**src/rtl/dcache_uncached_responder_if.sv**
```systemverilog
// Bundle of the MMU-facing dual-port request signals and the cache-to-AXI bridge
// signals seen by the uncached responder; slave is the responder's view.
interface dcache_uncached_responder_if #(
  parameter int TAG_WIDTH    = 20,
  parameter int INDEX_WIDTH  = 8,
  parameter int OFFSET_WIDTH = 4
);
  // MMU request side
  logic                    p0_valid;
  logic                    p1_valid;
  logic [2:0]              op;
  logic [TAG_WIDTH-1:0]    tag;
  logic [INDEX_WIDTH-1:0]  index;
  logic [OFFSET_WIDTH-1:0] p0_offset;
  logic [OFFSET_WIDTH-1:0] p1_offset;
  logic [3:0]              p0_wstrb;
  logic [3:0]              p1_wstrb;
  logic [31:0]             p0_wdata;
  logic [31:0]             p1_wdata;
  logic [1:0]              p0_size;
  logic [1:0]              p1_size;
  logic                    addr_ok;
  logic                    data_ok;
  logic [31:0]             p0_rdata;
  logic [31:0]             p1_rdata;

  // Bridge side
  logic                    rd_req;
  logic [2:0]              rd_type;
  logic [31:0]             rd_addr;
  logic                    rd_rdy;
  logic                    ret_valid;
  logic                    ret_last;
  logic [31:0]             ret_data;
  logic                    wr_req;
  logic [2:0]              wr_type;
  logic [31:0]             wr_addr;
  logic [3:0]              wr_wstrb;
  logic [31:0]             wr_data;
  logic                    wr_rdy;

  modport slave (
    input  p0_valid, p1_valid, op, tag, index, p0_offset, p1_offset,
           p0_wstrb, p1_wstrb, p0_wdata, p1_wdata, p0_size, p1_size,
    output addr_ok, data_ok, p0_rdata, p1_rdata,
    output rd_req, rd_type, rd_addr, wr_req, wr_type, wr_addr, wr_wstrb, wr_data,
    input  rd_rdy, ret_valid, ret_last, ret_data, wr_rdy
  );

  modport master (
    output p0_valid, p1_valid, op, tag, index, p0_offset, p1_offset,
           p0_wstrb, p1_wstrb, p0_wdata, p1_wdata, p0_size, p1_size,
    input  addr_ok, data_ok, p0_rdata, p1_rdata,
    input  rd_req, rd_type, rd_addr, wr_req, wr_type, wr_addr, wr_wstrb, wr_data,
    output rd_rdy, ret_valid, ret_last, ret_data, wr_rdy
  );
endinterface

```
**src/rtl/dcache_uncached_responder.sv**
```systemverilog
// Uncached dcache responder: serializes an accepted p0 (+ optional p1) request into
// single-word bridge transactions and returns one data_ok once all ports complete.
module dcache_uncached_responder #(
  parameter int TAG_WIDTH    = 20,
  parameter int INDEX_WIDTH  = 8,
  parameter int OFFSET_WIDTH = 4
) (
  input logic                        clk,
  input logic                        reset,
  dcache_uncached_responder_if.slave bus
);

  typedef enum logic [2:0] {
    IDLE    = 3'd0,
    P0_REQ  = 3'd1,
    P0_WAIT = 3'd2,
    P1_REQ  = 3'd3,
    P1_WAIT = 3'd4,
    RESP    = 3'd5
  } state_t;

  state_t      state, state_n;
  logic        is_wr, has_p1;
  logic [31:0] addr0, addr1, wdata0, wdata1, rdata0, rdata1;
  logic [1:0]  size0, size1;
  logic [3:0]  wstrb0, wstrb1;
  logic        accept, in_req, on_p1, ret_beat, bus_done;
  logic        unused_op;

  assign accept    = (state == IDLE) && bus.p0_valid;
  assign in_req    = (state == P0_REQ) || (state == P1_REQ);
  assign on_p1     = (state == P1_REQ);
  assign ret_beat  = bus.ret_valid && bus.ret_last;
  assign bus_done  = is_wr ? bus.wr_rdy : bus.rd_rdy;
  assign unused_op = ^bus.op[2:1];

  assign bus.p0_rdata = rdata0;
  assign bus.p1_rdata = rdata1;

  // NOTE: every signal written here gets a default first, so no path leaves one
  // unassigned and no latch is inferred.
  always_comb begin
    state_n       = state;
    bus.addr_ok   = (state == IDLE) && !reset;
    bus.data_ok   = (state == RESP);
    bus.rd_req    = in_req && !is_wr;
    bus.wr_req    = in_req && is_wr;
    bus.rd_addr   = on_p1 ? addr1 : addr0;
    bus.rd_type   = {1'b0, on_p1 ? size1 : size0};
    bus.wr_addr   = on_p1 ? addr1 : addr0;
    bus.wr_type   = {1'b0, on_p1 ? size1 : size0};
    bus.wr_wstrb  = on_p1 ? wstrb1 : wstrb0;
    bus.wr_data   = on_p1 ? wdata1 : wdata0;
    case (state)
      IDLE:    if (bus.p0_valid) state_n = P0_REQ;
      // A write completes on its handshake; a read still waits for its last beat.
      P0_REQ:  if (bus_done) state_n = is_wr ? (has_p1 ? P1_REQ : RESP) : P0_WAIT;
      P0_WAIT: if (ret_beat) state_n = has_p1 ? P1_REQ : RESP;
      P1_REQ:  if (bus_done) state_n = is_wr ? RESP : P1_WAIT;
      P1_WAIT: if (ret_beat) state_n = RESP;
      RESP:    state_n = IDLE;
      default: state_n = IDLE;
    endcase
  end

  // NOTE: sequential state uses non-blocking assignments so every register
  // samples pre-edge values regardless of statement order.
  always_ff @(posedge clk or posedge reset) begin
    if (reset) state <= IDLE;
    else       state <= state_n;
  end

  always_ff @(posedge clk or posedge reset) begin
    if (reset) begin
      is_wr  <= 1'b0;
      has_p1 <= 1'b0;
      addr0  <= '0;
      addr1  <= '0;
      size0  <= '0;
      size1  <= '0;
      wstrb0 <= '0;
      wstrb1 <= '0;
      wdata0 <= '0;
      wdata1 <= '0;
    end else if (accept) begin
      is_wr  <= bus.op[0];
      has_p1 <= bus.p1_valid;
      addr0  <= {bus.tag, bus.index, bus.p0_offset};
      addr1  <= {bus.tag, bus.index, bus.p1_offset};
      size0  <= bus.p0_size;
      size1  <= bus.p1_size;
      wstrb0 <= bus.p0_wstrb;
      wstrb1 <= bus.p1_wstrb;
      wdata0 <= bus.p0_wdata;
      wdata1 <= bus.p1_wdata;
    end
  end

  // Read results hold across writes and unused ports until the next capture.
  always_ff @(posedge clk or posedge reset) begin
    if (reset) begin
      rdata0 <= '0;
      rdata1 <= '0;
    end else begin
      if (state == P0_WAIT && ret_beat) rdata0 <= bus.ret_data;
      if (state == P1_WAIT && ret_beat) rdata1 <= bus.ret_data;
    end
  end

endmodule

```
**src/flat_wrapper.sv**
```systemverilog
// flat-port wrapper written by rule: the top's interface ports become plain ports
module dcache_uncached_responder_flat 
#(
  parameter int TAG_WIDTH    = 20,
  parameter int INDEX_WIDTH  = 8,
  parameter int OFFSET_WIDTH = 4
)
  (clk, reset, bus_p0_valid, bus_p1_valid, bus_op, bus_tag, bus_index, bus_p0_offset, bus_p1_offset, bus_p0_wstrb, bus_p1_wstrb, bus_p0_wdata, bus_p1_wdata, bus_p0_size, bus_p1_size, bus_addr_ok, bus_data_ok, bus_p0_rdata, bus_p1_rdata, bus_rd_req, bus_rd_type, bus_rd_addr, bus_wr_req, bus_wr_type, bus_wr_addr, bus_wr_wstrb, bus_wr_data, bus_rd_rdy, bus_ret_valid, bus_ret_last, bus_ret_data, bus_wr_rdy);
  dcache_uncached_responder_if #(.TAG_WIDTH(TAG_WIDTH), .INDEX_WIDTH(INDEX_WIDTH), .OFFSET_WIDTH(OFFSET_WIDTH)) bus_i ();
  input logic clk;
  input logic reset;
  input wire logic [$bits(bus_i.p0_valid)-1:0] bus_p0_valid;
  input wire logic [$bits(bus_i.p1_valid)-1:0] bus_p1_valid;
  input wire logic [$bits(bus_i.op)-1:0] bus_op;
  input wire logic [$bits(bus_i.tag)-1:0] bus_tag;
  input wire logic [$bits(bus_i.index)-1:0] bus_index;
  input wire logic [$bits(bus_i.p0_offset)-1:0] bus_p0_offset;
  input wire logic [$bits(bus_i.p1_offset)-1:0] bus_p1_offset;
  input wire logic [$bits(bus_i.p0_wstrb)-1:0] bus_p0_wstrb;
  input wire logic [$bits(bus_i.p1_wstrb)-1:0] bus_p1_wstrb;
  input wire logic [$bits(bus_i.p0_wdata)-1:0] bus_p0_wdata;
  input wire logic [$bits(bus_i.p1_wdata)-1:0] bus_p1_wdata;
  input wire logic [$bits(bus_i.p0_size)-1:0] bus_p0_size;
  input wire logic [$bits(bus_i.p1_size)-1:0] bus_p1_size;
  output wire logic [$bits(bus_i.addr_ok)-1:0] bus_addr_ok;
  output wire logic [$bits(bus_i.data_ok)-1:0] bus_data_ok;
  output wire logic [$bits(bus_i.p0_rdata)-1:0] bus_p0_rdata;
  output wire logic [$bits(bus_i.p1_rdata)-1:0] bus_p1_rdata;
  output wire logic [$bits(bus_i.rd_req)-1:0] bus_rd_req;
  output wire logic [$bits(bus_i.rd_type)-1:0] bus_rd_type;
  output wire logic [$bits(bus_i.rd_addr)-1:0] bus_rd_addr;
  output wire logic [$bits(bus_i.wr_req)-1:0] bus_wr_req;
  output wire logic [$bits(bus_i.wr_type)-1:0] bus_wr_type;
  output wire logic [$bits(bus_i.wr_addr)-1:0] bus_wr_addr;
  output wire logic [$bits(bus_i.wr_wstrb)-1:0] bus_wr_wstrb;
  output wire logic [$bits(bus_i.wr_data)-1:0] bus_wr_data;
  input wire logic [$bits(bus_i.rd_rdy)-1:0] bus_rd_rdy;
  input wire logic [$bits(bus_i.ret_valid)-1:0] bus_ret_valid;
  input wire logic [$bits(bus_i.ret_last)-1:0] bus_ret_last;
  input wire logic [$bits(bus_i.ret_data)-1:0] bus_ret_data;
  input wire logic [$bits(bus_i.wr_rdy)-1:0] bus_wr_rdy;
  assign bus_i.p0_valid = bus_p0_valid;
  assign bus_i.p1_valid = bus_p1_valid;
  assign bus_i.op = bus_op;
  assign bus_i.tag = bus_tag;
  assign bus_i.index = bus_index;
  assign bus_i.p0_offset = bus_p0_offset;
  assign bus_i.p1_offset = bus_p1_offset;
  assign bus_i.p0_wstrb = bus_p0_wstrb;
  assign bus_i.p1_wstrb = bus_p1_wstrb;
  assign bus_i.p0_wdata = bus_p0_wdata;
  assign bus_i.p1_wdata = bus_p1_wdata;
  assign bus_i.p0_size = bus_p0_size;
  assign bus_i.p1_size = bus_p1_size;
  assign bus_addr_ok = bus_i.addr_ok;
  assign bus_data_ok = bus_i.data_ok;
  assign bus_p0_rdata = bus_i.p0_rdata;
  assign bus_p1_rdata = bus_i.p1_rdata;
  assign bus_rd_req = bus_i.rd_req;
  assign bus_rd_type = bus_i.rd_type;
  assign bus_rd_addr = bus_i.rd_addr;
  assign bus_wr_req = bus_i.wr_req;
  assign bus_wr_type = bus_i.wr_type;
  assign bus_wr_addr = bus_i.wr_addr;
  assign bus_wr_wstrb = bus_i.wr_wstrb;
  assign bus_wr_data = bus_i.wr_data;
  assign bus_i.rd_rdy = bus_rd_rdy;
  assign bus_i.ret_valid = bus_ret_valid;
  assign bus_i.ret_last = bus_ret_last;
  assign bus_i.ret_data = bus_ret_data;
  assign bus_i.wr_rdy = bus_wr_rdy;
  dcache_uncached_responder #(.TAG_WIDTH(TAG_WIDTH), .INDEX_WIDTH(INDEX_WIDTH), .OFFSET_WIDTH(OFFSET_WIDTH)) u_core (.clk(clk), .reset(reset), .bus(bus_i));
endmodule
```
**config.mk**
```make
export PLATFORM = sky130hd
export DESIGN_NAME = dcache_uncached_responder_flat
export DESIGN_NICKNAME = d
export VERILOG_FILES = /design/src/rtl/dcache_uncached_responder_if.sv /design/src/rtl/dcache_uncached_responder.sv /design/src/flat_wrapper.sv
export SDC_FILE = /design/constraint.sdc
export NUM_CORES = 1
export LEC_CHECK = 0
export CORE_MARGIN = 2
export CORE_UTILIZATION = 40
export DETAILED_ROUTE_END_ITERATION = 7
export HOLD_SLACK_MARGIN = 0.15
export PLACE_DENSITY = 0.85
export SYNTH_ARGS = -nofsm -noshare
export SYNTH_HDL_FRONTEND = slang
export SYNTH_SLANG_ARGS = --single-unit
```
**constraint.sdc**
```tcl
create_clock -name clk -period 12.1 [get_ports clk]
set_clock_uncertainty 0.05 [all_clocks]
set_input_delay 2.42 -clock clk [delete_from_list [all_inputs] [get_ports clk]]
set_output_delay 2.42 -clock clk [all_outputs]
set_load 0.1 [all_outputs]
```
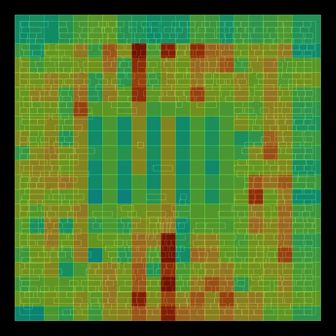
(images/final_congestion.png)
grt peak-use layer: met2
Total GRT Usage: 0.173

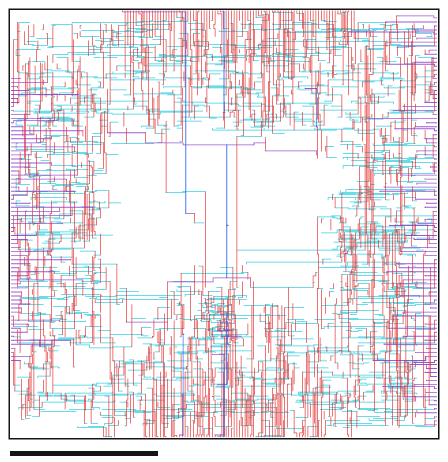
(images/metal_stack.png)
The bar under the picture is 50 microns long.
- cyan: met1 (wire length 7460 microns)
- blue: met4 (wire length 245 microns)
- purple: met3 (wire length 1470 microns)
- red: met2 (wire length 9310 microns)

==> reports/results.ini <==
[global_route]
met1_usage=0.204
overflow=0

[floorplan]
die_h_microns=144
io-pin-count=329
core_sq_um=19400

[placed_design]
place_ws_ns=5.30
finalWeightedCongestion=0.807

[timing]
slew_violations=0
hold_violations=0
fin_hold_ws_ns=0.436

[setup_path]
critical_path_buf_inv_count=2
timing.rr.start=u_core.state[2]$_DFFE_PP0P_
crit_path_start_kind=input port
r2r_cells=3
crit_type=input port to output port
r2r_end=u_core.bus.p1_rdata[15]$_DFFE_PP0P_

[route]
topRoutingLayerUsed=met4

[clock_tree]
h-tree-depth=4
cts_buffers=17
ctsResizeCount=0
cts_tree=done

[finish]
num-multi-input-gates=252
seq_share=0.391

[synthesis]
yosysTopAreaCell=dfrtp_1
ys_cells=526
ys_top_logic_family=multiplexers
simple_gate_share=0.0149
yosysMostFrequentCell=dfrtp_1

[run_status]
status=completed

[run]
warning_count=30

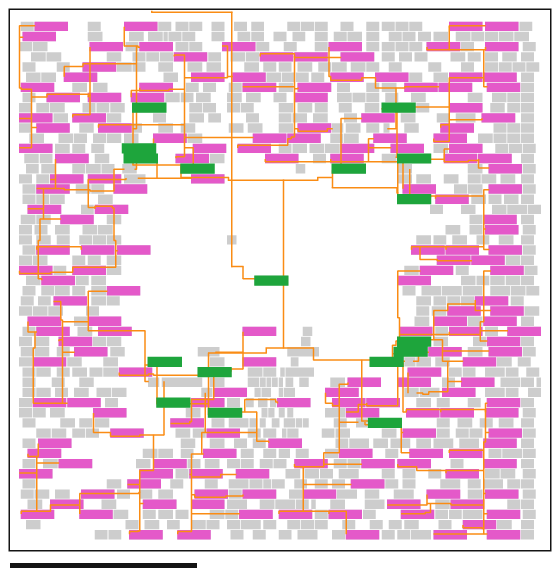
(images/clock_map.png)
The bar under the picture is 50 microns long.
- magenta: flip-flops (count 181)
- green: cells driving clock nets (count 17)
- orange: clock wires (length 2280 microns)
- routed clock nets: 18
- flops lie: all over the die
Skew-Pair Late Insertion Delay: 0.41 ns

